File: src/rtl/sipo_frame_pkg.sv
// Shared types for the framed SIPO receiver: FSM state encoding and a width helper.
package sipo_frame_pkg;

    localparam int STATE_W = 2;

    typedef enum logic [STATE_W-1:0] {
        IDLE   = 2'd0,
        SHIFT  = 2'd1,
        PARITY = 2'd2,
        STOP   = 2'd3
    } state_t;

    // Bits needed to count 0..value-1; never less than one bit.
    function automatic int clog2(input int value);
        int w;
        w = 0;
        for (int v = value - 1; v > 0; v = v >> 1) begin
            w++;
        end
        return (w == 0) ? 1 : w;
    endfunction

endpackage

File: src/rtl/sipo_frame_if.sv
// Parallel word output channel of the framed receiver (valid/ready handshake).
interface sipo_frame_if #(
    parameter int DATA_W = 8
);
    logic [DATA_W-1:0] data_out;
    logic              valid;
    logic              ready;

    modport master (output data_out, output valid, input ready);
    modport slave  (input data_out, input valid, output ready);
endinterface

File: src/rtl/sipo_shift_reg.sv
// Serial-in/parallel-out shift register; MSB-first, advances only when shift_en is high.
module sipo_shift_reg #(
    parameter int DATA_W = 8
) (
    input  logic              clk,
    input  logic              clr,
    input  logic              shift_en,
    input  logic              In,
    output logic [DATA_W-1:0] Q
);

    always_ff @(posedge clk or negedge clr) begin
        if (!clr) begin
            Q <= '0;
        end else if (shift_en) begin
            Q <= {Q[DATA_W-2:0], In};
        end
    end

endmodule

File: src/rtl/sipo_frame_ctrl.sv
// Framed serial receiver: start bit, DATA_W payload bits MSB-first, optional parity, stop bit.
// Define SIPO_FRAME_PARITY_EN to add an even-parity bit before the stop bit and a parity_err port.
module sipo_frame_ctrl
    import sipo_frame_pkg::*;
#(
    parameter int DATA_W = 8
) (
    input  logic         clk,
    input  logic         clr,
    input  logic         en,
    input  logic         In,
    sipo_frame_if.master bus,
    output logic         busy,
    output logic         frame_err,
    output logic         overrun
`ifdef SIPO_FRAME_PARITY_EN
    ,
    output logic         parity_err
`endif
);

    localparam int               CNT_W    = clog2(DATA_W);
    localparam logic [CNT_W-1:0] CNT_LAST = CNT_W'(DATA_W - 1);

    state_t            state, state_next;
    logic [CNT_W-1:0]  cnt, cnt_next;
    logic [DATA_W-1:0] sreg;
    logic              shift_en;
    logic              stop_sample;
    logic              par_fail;
    logic              good;
    logic              accept;

    assign shift_en = en && (state == SHIFT);

    sipo_shift_reg #(.DATA_W(DATA_W)) u_sreg (
        .clk      (clk),
        .clr      (clr),
        .shift_en (shift_en),
        .In       (In),
        .Q        (sreg)
    );

    always_ff @(posedge clk or negedge clr) begin
        if (!clr) begin
            state <= IDLE;
            cnt   <= '0;
        end else begin
            state <= state_next;
            cnt   <= cnt_next;
        end
    end

    always_comb begin
        state_next = state;
        cnt_next   = cnt;
        if (en) begin
            case (state)
                IDLE: begin
                    if (!In) begin
                        state_next = SHIFT;
                        cnt_next   = '0;
                    end
                end
                SHIFT: begin
                    if (cnt == CNT_LAST) begin
                        cnt_next = '0;
`ifdef SIPO_FRAME_PARITY_EN
                        state_next = PARITY;
`else
                        state_next = STOP;
`endif
                    end else begin
                        cnt_next = cnt + 1'b1;
                    end
                end
                PARITY:  state_next = STOP;
                STOP:    state_next = IDLE;
                default: state_next = IDLE;
            endcase
        end
    end

    assign busy        = (state != IDLE);
    assign stop_sample = en && (state == STOP);

`ifdef SIPO_FRAME_PARITY_EN
    // Remembers the parity verdict until the stop bit decides the word's fate.
    logic par_bad;

    always_ff @(posedge clk or negedge clr) begin
        if (!clr) begin
            par_bad    <= 1'b0;
            parity_err <= 1'b0;
        end else begin
            if (en && (state == PARITY)) begin
                par_bad <= ^{sreg, In};
            end
            parity_err <= stop_sample && par_bad;
        end
    end

    assign par_fail = par_bad;
`else
    assign par_fail = 1'b0;
`endif

    assign good   = stop_sample && In && !par_fail;
    assign accept = bus.valid && bus.ready;

    // A word completing on the same edge as a handshake replaces the consumed one without overrun.
    always_ff @(posedge clk or negedge clr) begin
        if (!clr) begin
            bus.data_out <= '0;
            bus.valid    <= 1'b0;
            overrun      <= 1'b0;
            frame_err    <= 1'b0;
        end else begin
            frame_err <= stop_sample && !In;
            if (good && (!bus.valid || accept)) begin
                bus.data_out <= sreg;
                bus.valid    <= 1'b1;
            end else if (accept) begin
                bus.valid <= 1'b0;
            end
            if (good && bus.valid && !accept) begin
                overrun <= 1'b1;
            end else if (accept) begin
                overrun <= 1'b0;
            end
        end
    end

endmodule

File: src/flat_wrapper.sv
// flat-port wrapper written by rule: the top's interface ports become plain ports
module sipo_frame_ctrl_flat import sipo_frame_pkg::*;
#(
    parameter int DATA_W = 8
)
  (clk, clr, en, In, busy, frame_err, overrun, bus_data_out, bus_valid, bus_ready);
  sipo_frame_if #(.DATA_W(DATA_W)) bus_i ();
  input  logic clk;
  input  logic clr;
  input  logic en;
  input  logic In;
  output logic busy;
  output logic frame_err;
  output logic overrun;
  output wire logic [$bits(bus_i.data_out)-1:0] bus_data_out;
  output wire logic [$bits(bus_i.valid)-1:0] bus_valid;
  input wire logic [$bits(bus_i.ready)-1:0] bus_ready;
  assign bus_data_out = bus_i.data_out;
  assign bus_valid = bus_i.valid;
  assign bus_i.ready = bus_ready;
  sipo_frame_ctrl #(.DATA_W(DATA_W)) u_core (.clk(clk), .clr(clr), .en(en), .In(In), .bus(bus_i), .busy(busy), .frame_err(frame_err), .overrun(overrun));
endmodule
File: config.mk
export PLATFORM = sky130hd
export DESIGN_NAME = sipo_frame_ctrl_flat
export DESIGN_NICKNAME = d
export VERILOG_FILES = /design/src/rtl/sipo_frame_pkg.sv /design/src/rtl/sipo_frame_if.sv /design/src/rtl/sipo_shift_reg.sv /design/src/rtl/sipo_frame_ctrl.sv /design/src/flat_wrapper.sv
export SDC_FILE = /design/constraint.sdc
export NUM_CORES = 1
export LEC_CHECK = 0
export CORE_UTILIZATION = 35
export DETAILED_ROUTE_END_ITERATION = 16
export GPL_TIMING_DRIVEN = 0
export PLACE_DENSITY = 0.59
export SYNTH_ARGS = -nofsm -noshare
export SYNTH_HDL_FRONTEND = slang
export SYNTH_SLANG_ARGS = --single-unit
File: constraint.sdc
create_clock -name clk -period 2.7 [get_ports clk]
set_input_delay 0.54 -clock clk [delete_from_list [all_inputs] [get_ports clk]]
set_output_delay 0.54 -clock clk [all_outputs]
set_load 0.01 [all_outputs]
==> impl_metrics.json <==
{
  "p_sw_mw": 0.433,
  "min_from": "u_core.cnt[2]",
  "clk_pin_slew_ns": 0.13,
  "drt-total-wl_um": 1660,
  "grt_max_degree": 25,
  "drive_gt1_frac": 0.270,
  "setup-tns-final_ns": 0,
  "fp_util": 0.371,
  "pin_count": 17,
  "cp.arrival_ns": 1.67,
  "switching_share": 0.299,
  "comb_power_share": 0.386,
  "grt_use_total": 0.117,
  "ys_types": 16,
  "r2r-start": "u_core.cnt[0]",
  "cts_hold_buf": 0,
  "crit_top_cell": "inv_1",
  "maxSlewViolCount": 0,
  "async_flop_share": 1.00,
  "antenna_found_initial": 0,
  "worst_clock_skew_ns": 0.00181,
  "htreeDepth": 1,
  "synth.top_cell.area_share": 0.588,
  "cts_setup_buffers": 0,
  "overflow": 0,
  "cp-startpoint": "u_core.state[0]",
  "drtAntennaViolNets": 0,
  "routedWlPerCell_um": 13.9,
  "timing.fmax_mhz": 453,
  "rsz0062_at_grt": "no",
  "warnings": 29,
  "outcome": "complete, no violations",
  "detail_route.drc_violations": 0,
  "avgSynthCellArea_um2": 14.8,
  "worstPathCellList": "inv_1 -> ha_1 -> inv_1 -> clkdlybuf4s50_1",
  "drt-initial-drc-count": 5,
  "vdd_drop_max_mv": 0.683,
  "cpPeakStageDelay_ns": 0.52,
  "cts_tree": "built",
  "cts.path.max_buffers": 2,
  "num-fill-cells": 254,
  "fin_crit_ns": 2.21,
  "synth_flop_count": 24,
  "grt_pass1_vias": 597,
  "crit_fanout": 4,
  "dieArea_mm2": 0.00314,
  "die_h_um": 56.0,
  "synthFlopType": "dfrtp_1",
  "cap_violations": 0,
  "clock_sinks": 24,
  "gp_routability_congestion": 0.635,
  "grt_pass1_wl_um": 2770,
  "top_area_cell": "dfrtp_1",
  "critPathSlowestCell": "clkdlybuf4s50_1",
  "die_x_um": 56.0,
  "syn_nets": 80,
  "diodes": 0,
  "vias": 607,
  "clock_latency_ns": 0.31,
  "cp-end-kind": "output pin",
  "power_frac_clock": 0.179,
  "area_delta_synth_final_pct": 24.6,
  "crit_type": "flip-flop to output pin",
  "p_int_mw": 1.02,
  "power.total_mw": 1.45,
  "synth_chip_area_mm2": 0.00102,
  "p_leak_nw": 0.570,
  "synthTopCellsByCount": "24 x dfrtp_1, 17 x mux2_2, 6 x ha_1, 5 x inv_1, 3 x a32o_1",
  "p_seq_frac": 0.435,
  "design.core.area_mm2": 0.00276,
  "cts_root_buf": "clkbuf_4",
  "yosys_warnings": 0,
  "start_kind": "flip-flop",
  "relSlewSlack": 0.277,
  "hp-class": "flip-flop to flip-flop",
  "worst_pin_slew_ns": 1.08,
  "hold_viol": 0,
  "drtPass1Iterations": 2,
  "most_common_cell": "dfrtp_1",
  "cts_resized": 0,
  "dp.final_hpwl_um": 1200,
  "finalClockPeriodUsage": 0.818,
  "yosys_cells": 69,
  "nNetsFinal": 101,
  "setup_violations": 0,
  "synth_area_mm2": 0.00102,
  "synth_seq_share": 0.588
}
## logic make-up after synthesis
| group | after synthesis | synth area share |
|---|---|---|
| AOI/OAI and AO/OA | 9 | 0.0869 |
| muxes | 18 | 0.197 |
| and+or+nand+nor | 7 | 0.0367 |
| adders and majority gates | 6 | 0.0734 |
| DFF | 24 | 0.588 |
| buffers and inverters | 5 | 0.0184 |
## power groups by stage
stage	clock network, mW	registers, mW	logic [mW]
CTS	0.270	0.634	0.570
detailed placement	0	0.642	0.568
global route	0.283	0.657	0.618
floorplan	0	0.653	0.309
global placement	0	0.636	0.551
finish	0.259	0.631	0.561
## worst paths after layout
kind,end,depth (start not counted),slack [ns]
max in group asynchronous,u_core.bus.data_out[4],1,1.26
worst max-delay path,busy,4,0.49
min in group asynchronous,u_core.cnt[1],1,0.80
worst min register to register,u_core.cnt[2],1,0.52
worst min-delay path,u_core.cnt[2],1,0.52
worst max register to register,u_core.state[1],5,1.11
## placed cells by master (no fill, tap or decap), types with 2 or more instances in the layout
master / synthesis / routed
a32o_1: 3 / 3
clkbuf_4: 0 / 3
clkdlybuf4s50_1: 0 / 16
dfrtp_1: 24 / 24
ha_1: 6 / 6
inv_1: 5 / 5
mux2_2: 17 / 17
nand2_1: 2 / 2
nor2_1: 2 / 2
o21ai_0: 2 / 2
## layer usage
layer,share of wire,vias up,global-route usage
met3,0.048,2,0.0535
met2,0.45,13,0.172
met1,0.49,304,0.155
met4,0.0090,0,0.0314
li1,-,288,-
met5,0,-,0
## critical path: cells and delay by family, from the launching register on
kind,cells,cell delay (ns)
buffers and inverters,3,0.67
adders and majority gates,1,0.26
DFF,1,0.42
## through the flow
| stage | area (µm²) | worst slack [ns] | util | hold slack (ns) | instances |
|---|---|---|---|---|---|
| floorplan | 1020 | 1.24 | - | 0.244 | 69 |
| global placement | 1220 | 0.613 | 0.443 | 0.483 | 116 |
| detailed placement | 1220 | 0.589 | 0.443 | 0.496 | 116 |
| CTS | 1270 | 0.474 | 0.462 | 0.527 | 120 |
| global route | 1270 | 0.392 | 0.462 | 0.543 | 120 |
| finish | 1270 | 0.492 | 0.462 | 0.519 | 120 |
## registers in the layout, indices dropped and copies added (netlist names)
| signal | flops |
|---|---|
| u_core.frame_err | 1 |
| u_core.overrun | 1 |
| u_core.u_sreg.Q | 8 |
| u_core.state | 2 |
| u_core.cnt | 3 |
| u_core.bus.data_out | 8 |
| u_core.bus.valid | 1 |
## layout make-up
cell class / instances / area [µm²] / area share
multi-input combinational: 40 / 403 / 0.316
tap: 31 / 38.8 / 0.0305
clock inverter: 1 / 30.0 / 0.0236
inverter: 5 / 18.8 / 0.0147
timing repair buffer: 16 / 160 / 0.126
sequential: 24 / 601 / 0.472
clock buffer: 3 / 22.5 / 0.0177
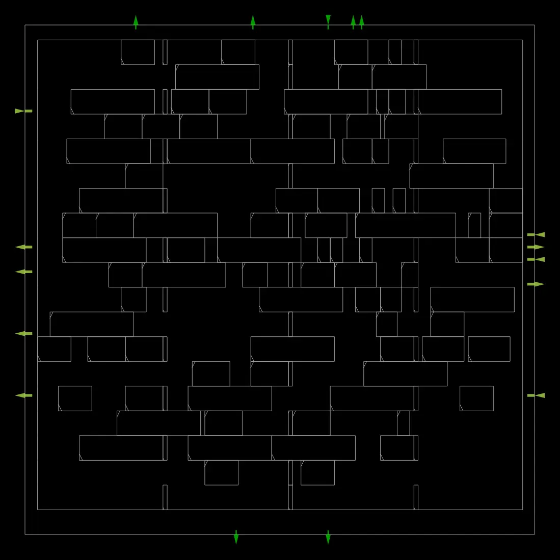
Fig. 1. Placement view.
fraction of area in registers: 0.472
Rows: 19
non-filler cells in the finished layout: 120
# Taps: 31

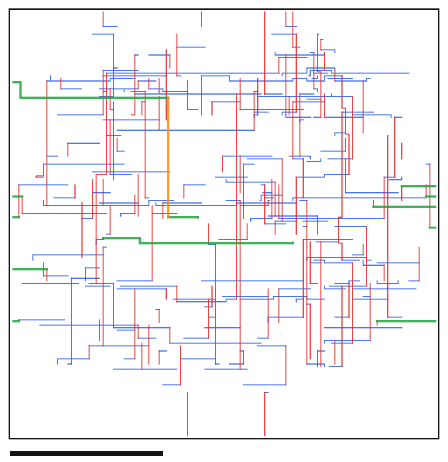
Fig. 2. Routed metal, one colour a layer.
The bar under the picture is 20 µm long.
| colour | layer | wire length |
|---|---|---|
| orange | met4 | 15.6 µm |
| red | met2 | 752 µm |
| blue | met1 | 816 µm |
| green | met3 | 80.5 µm |

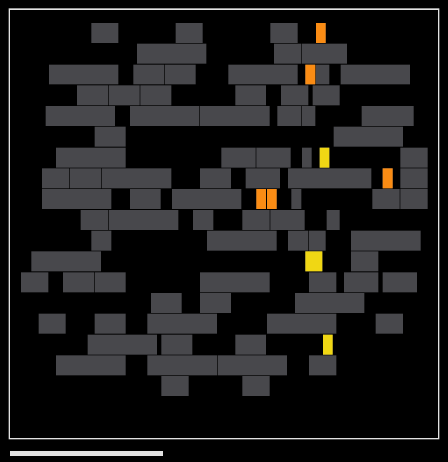
Fig. 3. Selected gate families.
The bar under the picture is 20 µm long.
| colour | family | cells | most used |
|---|---|---|---|
| yellow | NOR gates | 3 | nor2_1 |
| orange | inverters | 5 | inv_1 |
most used logic cell in the final layout: dfrtp_1
logic share of the area: 0.316

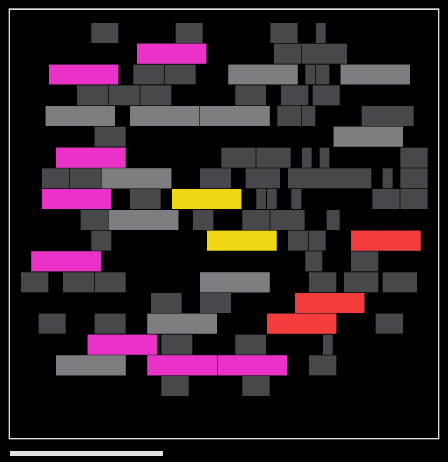
Fig. 4. Sequential cells coloured by netlist name.
The bar under the picture is 20 µm long. Other sequential cells in the stronger grey, the rest of the logic in the fainter grey.
| colour | name in the netlist | sequential cells |
|---|---|---|
| yellow | u_core.state | 2 |
| red | u_core.cnt | 3 |
| magenta | u_core.bus.data_out | 8 |
Core Util, Final: 0.462
Register Area: 601 µm²
seq pwr: 0.631 mW

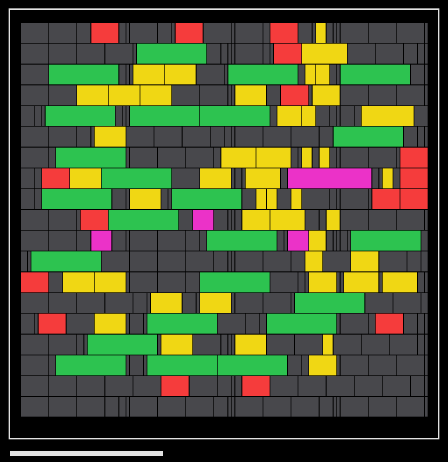
Fig. 5. Cell classes on the final placement.
The bar under the picture is 20 µm long. Fill, decap, tap and diode cells in grey.
| colour | class | cells | share of their area |
|---|---|---|---|
| magenta | clock drivers and dummy loads | 4 | 4.3% |
| red | other buffers and delay cells | 16 | 13% |
| green | flip-flops | 24 | 49% |
| yellow | all other logic | 45 | 34% |

Power and IR drop assume default switching activity.
